### Routed metal, one color a layer

Scale bar: 50 µm.
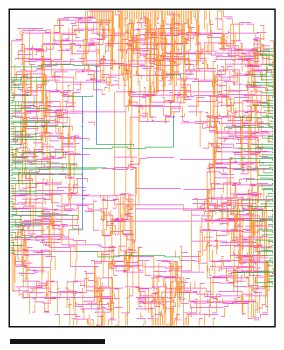
### Routed metal per tile

Scale bar: 50 µm. 28 x 33 tiles, from dark blue (low) to red (high), scaled to the fullest tile. Values are wire area over tile area, all layers added.
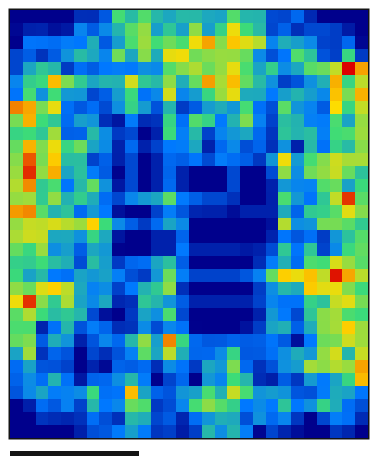
### Where the registers sit

Scale bar: 50 µm. Other sequential cells in the stronger gray, the rest of the logic in the fainter gray.
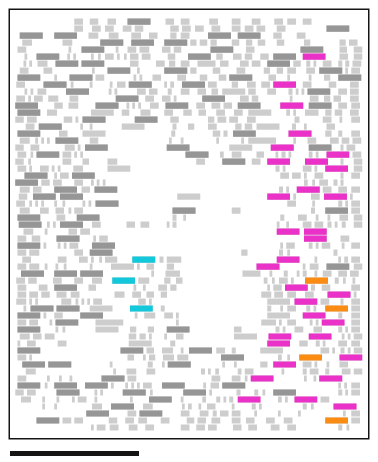
==> config.mk <==
export PLATFORM = sky130hd
export DESIGN_NAME = mem_port_arbiter
export DESIGN_NICKNAME = d
export VERILOG_FILES = /design/src/rtl/mem_port_arbiter.sv
export SDC_FILE = /design/constraint.sdc
export NUM_CORES = 1
export LEC_CHECK = 0
export ABC_CLOCK_PERIOD_IN_PS = 12500
export CAP_MARGIN = 40
export CELL_PAD_IN_SITES_DETAIL_PLACEMENT = 1
export CELL_PAD_IN_SITES_GLOBAL_PLACEMENT = 2
export CORE_ASPECT_RATIO = 1.2
export CORE_MARGIN = 1.5
export CORE_UTILIZATION = 26
export DETAILED_ROUTE_END_ITERATION = 8
export PLACE_DENSITY = 0.86
export SLEW_MARGIN = 20
export SYNTH_ARGS = -nofsm -noshare
export SYNTH_HDL_FRONTEND = slang
export SYNTH_SLANG_ARGS = --single-unit
==> constraint.sdc <==
create_clock -name clk_i -period 12.5 [get_ports clk_i]
set_input_delay 3.125 -clock clk_i [delete_from_list [all_inputs] [get_ports clk_i]]
set_output_delay 3.125 -clock clk_i [all_outputs]
set_load 0.005 [all_outputs]
==> Table 3: Implementation characteristics <==
Physical design parameters

Parameter                              Value

Die
  Floorplan die width .................. 139 µm
  Standard cell core area .................. 21800 µm²
  Number of I/O pins .................. 275
  Area of the die .................. 23100 µm²
  Number of placement rows .................. 59
  Vert. Die Dim .................. 166 µm
  Core utilization at floorplan .................. 26.5%

Clocking
  Clock buffer depth .................. 2
  # H-tree levels .................. 4
  Post-CTS setup buffer count .................. 0
  Clock-pin transition on the worst setup and hold timing paths .................. 0.07 ns
  Clock tree from TritonCTS .................. done
  Number of buffers inserted for hold repair after clock tree synthesis .................. 0
  PostCTS Resize Cnt .................. 0

Placement
  Detailed placer's ending HPWL .................. 13300 µm
  Number of input and output port buffers inserted .................. 273
  Weighted congestion at the end of routability-driven global placement .................. 0.726

STA
  Setup clock skew after layout .................. 0.0115 ns
  Worst-case headroom to the max-slew limit .................. 47.6%
  Transition time of the tightest slew-check pin .................. 0.785 ns
  RSZ-0062 raised after global routing .................. no
  Final sum of negative setup slack .................. 0 ns
  Number of failing hold endpoints at the final stage .................. 0
  Pins Over Slew Limit .................. 0
  Shortest period the worst path allows .................. 4.94 ns
  Setup WS post-layout .................. 7.56 ns
  Portion of the clock cycle consumed by the worst path in the final layout .................. 39.5%
  Maximum operating frequency .................. 202 MHz

Synth
  Cell types occupying the most area after synthesis .................. sky130_fd_sc_hd__dfrtp_1, sky130_fd_sc_hd__nand2_1, sky130_fd_sc_hd__mux2_2
  Cell total in the yosys stat output .................. 543
  Cell count after synthesis .................. 543
  Number of warning messages in the yosys log .................. 0
  Share of synthesized cell area in and, or, nand and nor gates .................. 14.8%
  Most used standard cell by instance count after synthesis .................. sky130_fd_sc_hd__nand2_1
  Number of nets produced by synthesis .................. 686
  Compound Share, Synth .................. 11.9%
  Chip Area, Yosys .................. 5780 µm²
  Post-synthesis share of cell area spent on full adders, half adders and majority gates .................. 1.08%
  Main logic family .................. simple AND/OR/NAND/NOR gates
  Count of library flops with an enable pin .................. 0
  Commonest cells in the netlist .................. sky130_fd_sc_hd__nand2_1, sky130_fd_sc_hd__dfrtp_1, sky130_fd_sc_hd__a21oi_1, sky130_fd_sc_hd__mux2_2, sky130_fd_sc_hd__a21o_1
  MUX share of area .................. 6.41%
  Proportion of register bits with asynchronous set or reset after synthesis .................. 100%
  Syn Std Cell Area .................. 5780 µm²

Global routing
  Pin count of the biggest net entering global routing .................. 80
  Initial antenna violation count .................. 1
  GRT overflow .................. 0
  Most crowded layer after global routing .................. met2
  Global routing met1 resource utilization .................. 19.8%
  Vias in the first global route .................. 5416

Worst setup path
  Critical path data arrival time .................. 5.27 ns
  Worst R2R Setup Slack .................. 10.06 ns
  Type of the setup path with the least slack .................. in2reg
  Cell depth of the worst flop-to-flop path .................. 8
  Required time of the critical path .................. 12.82 ns
  Capturing element type of the critical path .................. flip-flop

Layout
  Post-layout net count .................. 955
  Area delta synth->final .................. 61.8%
  Fill cell total of the finished layout .................. 2436
  Most frequent standard cell in the layout excluding fill and tap cells .................. sky130_fd_sc_hd__clkdlybuf4s50_1

Power and ir drop
  LEAKAGE .................. 0.00426 µW
  Relative contribution of combinational cells to total power .................. 43.7%

Detailed routing
  Pre-Repair DR Iteration Count .................. 6
  Number of remaining DRC errors .................. 23
  Mean number of vias per cell .................. 4.51

Status
  Violated checks .................. DRC
  Run status .................. complete, but fails checks

Run
  Count of tool warnings .................. 29

Hold path
  Min-delay worst type .................. reg2reg
  Count of cells along the worst hold path .................. 2
-- 'Routed metal, one color a layer' (at the start) --
met2 -> orange  # wire length 9500 µm
met1 -> magenta  # wire length 7850 µm
met4 -> blue  # wire length 128 µm
met3 -> green  # wire length 1520 µm
wire length reported by the detailed router: 19000 µm
total routing usage reported by global routing: 16.7%

-- 'Routed metal per tile' (at the start) --
emptiest ninth of the die = middle
nearly empty tiles = 9.4%
fullest tile = 0.40
tiles over half the peak = 23%
mean over tiles = 0.13
Routed wire per std cell: 17.3 µm
vias post-DR: 4954

-- 'Where the registers sit' (at the start) --
mem_wdata_o -> magenta  # placed flops 32
mem_be_o -> orange  # placed flops 4, where bottom right
r_wait -> cyan  # placed flops 3
Layout Utilization: 43.0%
flip-flop and latch area: 3530 µm²
sequential cell power: 786 µW
share of cell area taken by flip-flops and latches: 37.7%

==> power groups by stage <==
| stage | sequential, µW | clock, µW | combinational, µW |
|---|---|---|---|
| 2_1_floorplan | 803 | 0 | 441 |
| 3_3_place_gp | 784 | 0 | 1010 |
| 3_5_place_dp | 796 | 0 | 1040 |
| 4_1_cts | 790 | 554 | 1050 |
| 5_1_grt | 814 | 569 | 1130 |
| 6_report | 786 | 533 | 1030 |
==> through the flow <==
stage                     hold slack, ns  std cells  total power (µW)  utilization [%]  instance area (µm²)
after global placement             0.456       1064              1800             39.9                 8680
after floorplan                    0.470        543              1240                -                 5780
after CTS                          0.479       1099              2390             43.0                 9360
after detailed placement           0.462       1067              1840             40.1                 8740
after global routing               0.507       1099              2510             43.0                 9360
final                              0.473       1099              2340             43.0                 9360
==> area by class of cell <==
class / count / area (µm²) / area share [%]
clock buffers: 17 / 425 / 4.55
clock inverters: 15 / 190 / 2.03
flip-flops and latches: 141 / 3530 / 37.7
well taps: 274 / 343 / 3.66
inverters: 9 / 38.8 / 0.415
multi-input cells: 361 / 2000 / 21.3
repair buffers: 282 / 2830 / 30.3
==> critical path, stage by stage <==
cell and delay (ns):
sky130_fd_sc_hd__clkdlybuf4s50_1 0.49, sky130_fd_sc_hd__and2b_4 0.22, sky130_fd_sc_hd__o21ai_4 0.52, sky130_fd_sc_hd__buf_4 0.59
sky130_fd_sc_hd__nand2_1 0.12, sky130_fd_sc_hd__a21oi_1 0.19
==> layer usage <==
layer,part of all wire [%],vias to the layer above
met5,0,-
li1,-,2331
met4,0.67,0
met3,8.0,9
met1,41,2437
met2,50,177
No activity file was given, so power comes from the tool's default toggle rates.
